File: src/rtl/bit_pkg.sv
// Shared types and helpers for the stream unpacker.
package bit_pkg;

  // Unpacker state: IDLE waits for a word, BUSY is emitting its elements.
  typedef enum logic {
    IDLE = 1'b0,
    BUSY = 1'b1
  } unpack_st_t;

  // Ceiling log2 with a floor of 1, so a single-element index still has one bit.
  function automatic int clog2_min1(input int n);
    int r;
    r = 0;
    for (int k = 0; k < 31; k++) begin
      if ((32'sd1 <<< k) < n) begin
        r = k + 1;
      end
    end
    if (r < 1) begin
      r = 1;
    end
    return r;
  endfunction

endpackage

File: src/rtl/stream_unpack.sv
// Sequential unpacker: takes one packed word of CNT elements of NBIT bits and
// emits them one per beat, element 0 (the MSB slice) first.
module stream_unpack
  import bit_pkg::*;
#(
  parameter int NBIT = 8,
  parameter int CNT  = 8,
  localparam int IW  = clog2_min1(CNT)
) (
  input  logic                clk,
  input  logic                rst,
  input  logic [NBIT*CNT-1:0] in_data,
  input  logic                in_valid,
  output logic                in_ready,
  output logic [NBIT-1:0]     out_data,
  output logic [IW-1:0]       out_idx,
  output logic                out_last,
  output logic                out_valid,
  input  logic                out_ready
);

  localparam int W = NBIT * CNT;

  unpack_st_t      r_state;
  logic [W-1:0]    r_buf;
  logic [IW-1:0]   r_idx;

  logic            w_busy;
  logic            w_last;
  logic            w_in_fire;
  logic            w_out_fire;

  // Output decode and handshakes; in_ready in BUSY only opens on the final
  // accepted beat so the next word can load without a bubble.
  always_comb begin
    w_busy     = (r_state == BUSY);
    out_valid  = w_busy;
    out_data   = r_buf[W-1 -: NBIT];
    out_idx    = r_idx;
    w_last     = w_busy && (r_idx == IW'(CNT - 1));
    out_last   = w_last;
    w_out_fire = w_busy & out_ready;
    if (rst) begin
      in_ready = 1'b0;
    end else if (!w_busy) begin
      in_ready = 1'b1;
    end else begin
      in_ready = w_out_fire & w_last;
    end
    w_in_fire = in_valid & in_ready;
  end

  // State, shift buffer and element index; the buffer shifts left so the
  // current element is always the MSB slice.
  always_ff @(posedge clk) begin
    if (rst) begin
      r_state <= IDLE;
      r_buf   <= '0;
      r_idx   <= '0;
    end else begin
      case (r_state)
        IDLE: begin
          if (w_in_fire) begin
            r_buf   <= in_data;
            r_idx   <= '0;
            r_state <= BUSY;
          end else begin
            r_state <= IDLE;
          end
        end
        BUSY: begin
          if (w_out_fire) begin
            if (!w_last) begin
              r_buf <= r_buf << NBIT;
              r_idx <= r_idx + IW'(1);
            end else if (w_in_fire) begin
              r_buf   <= in_data;
              r_idx   <= '0;
              r_state <= BUSY;
            end else begin
              r_state <= IDLE;
            end
          end else begin
            r_state <= BUSY;
          end
        end
        default: begin
          r_state <= IDLE;
          r_buf   <= '0;
          r_idx   <= '0;
        end
      endcase
    end
  end

endmodule

File: config.mk
export PLATFORM = sky130hd
export DESIGN_NAME = stream_unpack
export DESIGN_NICKNAME = d
export VERILOG_FILES = /design/src/rtl/bit_pkg.sv /design/src/rtl/stream_unpack.sv
export SDC_FILE = /design/constraint.sdc
export NUM_CORES = 1
export LEC_CHECK = 0
export CAP_MARGIN = 30
export CORE_MARGIN = 4
export CORE_UTILIZATION = 40
export CTS_CLUSTER_DIAMETER = 100
export DETAILED_ROUTE_END_ITERATION = 16
export GPL_TIMING_DRIVEN = 0
export PLACE_DENSITY = 0.76
export SETUP_SLACK_MARGIN = 0.2
export SYNTH_ARGS = -nofsm -noshare
export SYNTH_HDL_FRONTEND = slang
export SYNTH_SLANG_ARGS = --single-unit
export TNS_END_PERCENT = 5
File: constraint.sdc
create_clock -name clk -period 1.8 [get_ports clk]
set_clock_uncertainty 0.2 [all_clocks]
set_input_delay 0.27 -clock clk [delete_from_list [all_inputs] [get_ports clk]]
set_output_delay 0.27 -clock clk [all_outputs]
set_load 0.05 [all_outputs]
Fig. 1: routed clock nets over the placement
Scale bar: 20 µm.
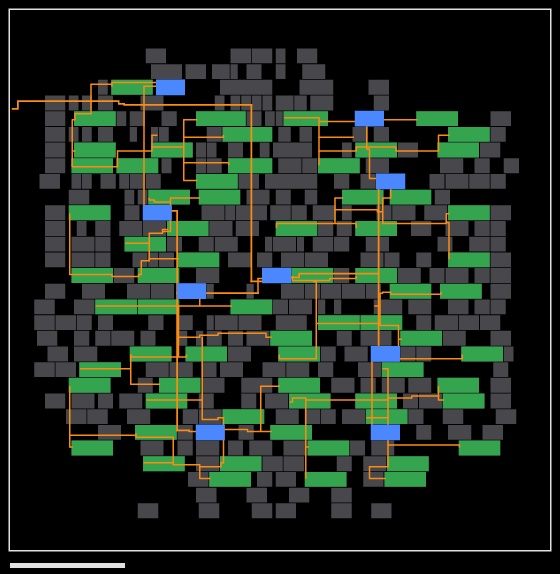
legend:
  flip-flops:
    color: green
    count: 68
  clock wires:
    color: orange
    length: 888 µm
  cells driving clock nets:
    color: blue
    count: 9
routed clock nets: 10

Fig. 2: logic cells by family
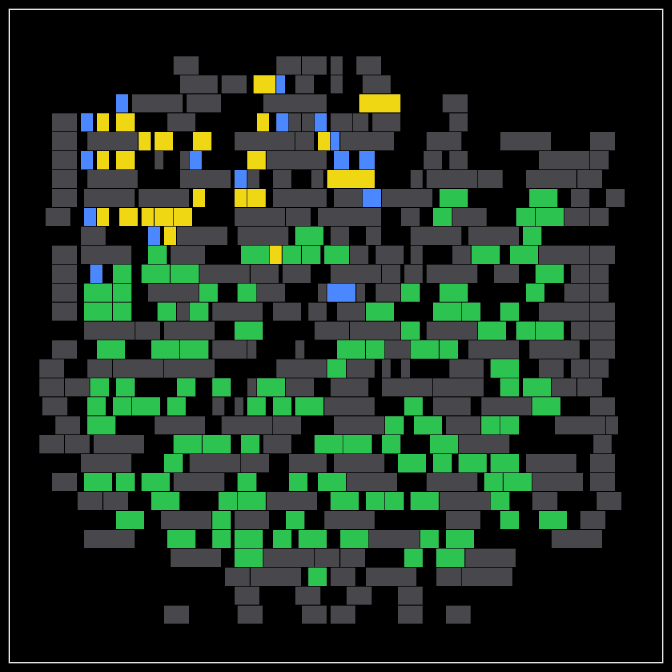
legend:
  NAND gates:
    color: blue
    cells: 16
    most_used: nand3_1
  AND-OR and OR-AND gates:
    color: green
    cells: 113
    most_used: o21a_1
  inverting AOI/OAI gates:
    color: yellow
    cells: 23
    most_used: a21oi_1
most frequent logic cell in the layout: clkdlybuf4s50_1
logic share of the area: 0.334

==> results.cfg <==
; physical design summary
[status]
status = complete, but fails checks
violations = negative setup slack

[synthesis]
fp_nets = 334
ys_top_cells_by_count = dfxtp_1 (68), o21a_1 (56), o221a_1 (40), o221a_2 (16), clkbuf_1 (11)
top_cell = dfxtp_1
ys_sh_simple = 0.0371
ys_top_logic_family = AND-OR/OR-AND gates
yosys_area_um2 = 2930
synthAdderAreaFrac = 0.00853
async_reset_ff_frac = 0
yosysWarnings = 0
xor_share = 0
ff_type = dfxtp_1
top_cell_area_share = 0.464
mux_area_frac = 0
avgSynthCellArea_um2 = 11.1
ys.flops = 68
yosysTopAreaCell = dfxtp_1

[critical_path]
worst_path_max_delay_cell = dfxtp_4
worst_setup_path_end_kind = primary output
r2r_slack_ns = -0.05
cp.required_ns = 1.33
cpLargestDelayFamily = flip-flops
cp-startpoint = out_idx[0]$_SDFFE_PP0P_
cp_max_fo = 6
worst_r2r_startpoint = out_idx[0]$_SDFFE_PP0P_
cp.depth = 5
reg2regPathDepth = 7
path_cells = ha_4, ha_4, a21boi_4, nor2_4, buf_8
startpoint_type = register
cp_common_cell = ha_4
arrival_ns = 1.41
critPathBufInv = 1

[drt]
postRouteAntennaNets = 0
dr.pass1.iters = 4
post_drt_wl_per_cell_um = 17.2
wl_met3_um = 396
vias = 2494
first_iter_violations = 94
wl_met1_um = 3730

[cells_and_area]
buf_share = 0.268
lay_top_cells = clkdlybuf4s50_1 (67), dfxtp_1 (64), o21a_1 (56), o221a_1 (40), buf_4 (20)
top_area_cell_class = logic gates
drive_gt1_frac = 0.243
synthToLayoutAreaGrowth_pct = 42.8
n_all_buffers = 122
flop_area_um2 = 1370
clock_area_frac = 0.0406
fill_cells = 587
inverters = 2
antenna_cells = 0
nClkBuffers = 12
largest_register_ffs = 64
top_register = r_buf
finalNetCount = 431
stdcell_count = 462
utilization = 0.603
logic_area_um2 = 1400
logic_gates = 158
flop-count = 68

[pwr]
finalPower_uw = 3560
power_density_nw_per_um2 = 851
pg_comb_uw = 739
clock_power_share = 0.312
p_int_uw = 2580
seq_power_uw = 1710
p_sw_frac = 0.277
combPwrFrac = 0.207
pwr-share-seq = 0.481
ir_drop_uv = 400
p_switching_uw = 986
maxPowerGroup = sequential cells

[timing]
setup_ws_ns = -0.0813
worst_pin_slew_ns = 0.499
hold_ws_ns = 0.297
period_used_share = 1.05
tns_ns = -0.567
final-setup-viol-count = 33
maxSlewViolCount = 0
period_minus_slack_ns = 1.88
slew_headroom = 0.667
fmaxAchievable_ghz = 0.532

[floorplanning]
tapCellCount = 96
die_w_um = 93.6
rows = 30
io_pins = 82
dieArea_um2 = 8770

[grt]
grt.busiest_layer = met2
grt_overflow = 0
antenna_found_initial = 0
met1_usage = 0.252
grt_pass1_vias = 2493
use_met3 = 0.0378

[clocking]
cts-root-buf = clkbuf_8
clkSinkCount = 68
htreeDepth = 3
numCtsBuffers = 9
post_cts_buffers = 4
clock_latency_ns = 0.34
cts.clk_slew.worst_paths_ns = 0.07
cts_resized = 69
clock_path_buffers = 2
postCtsHoldBufs = 0

[place]
dp_hpwl_um = 5710
routabilityCongestion = 0.824
post-place-ws_ns = -0.707
placed_area_um2 = 3940

[hold_path]
hold_path_depth = 2
hold_end = r_buf[0]$_SDFFE_PP0P_
hold_start = r_buf[0]$_SDFFE_PP0P_
worstHoldPathType = reg -> reg

[run]
cap_violations = 0
warning_count = 29
Power is estimated from default activity; no workload was simulated.
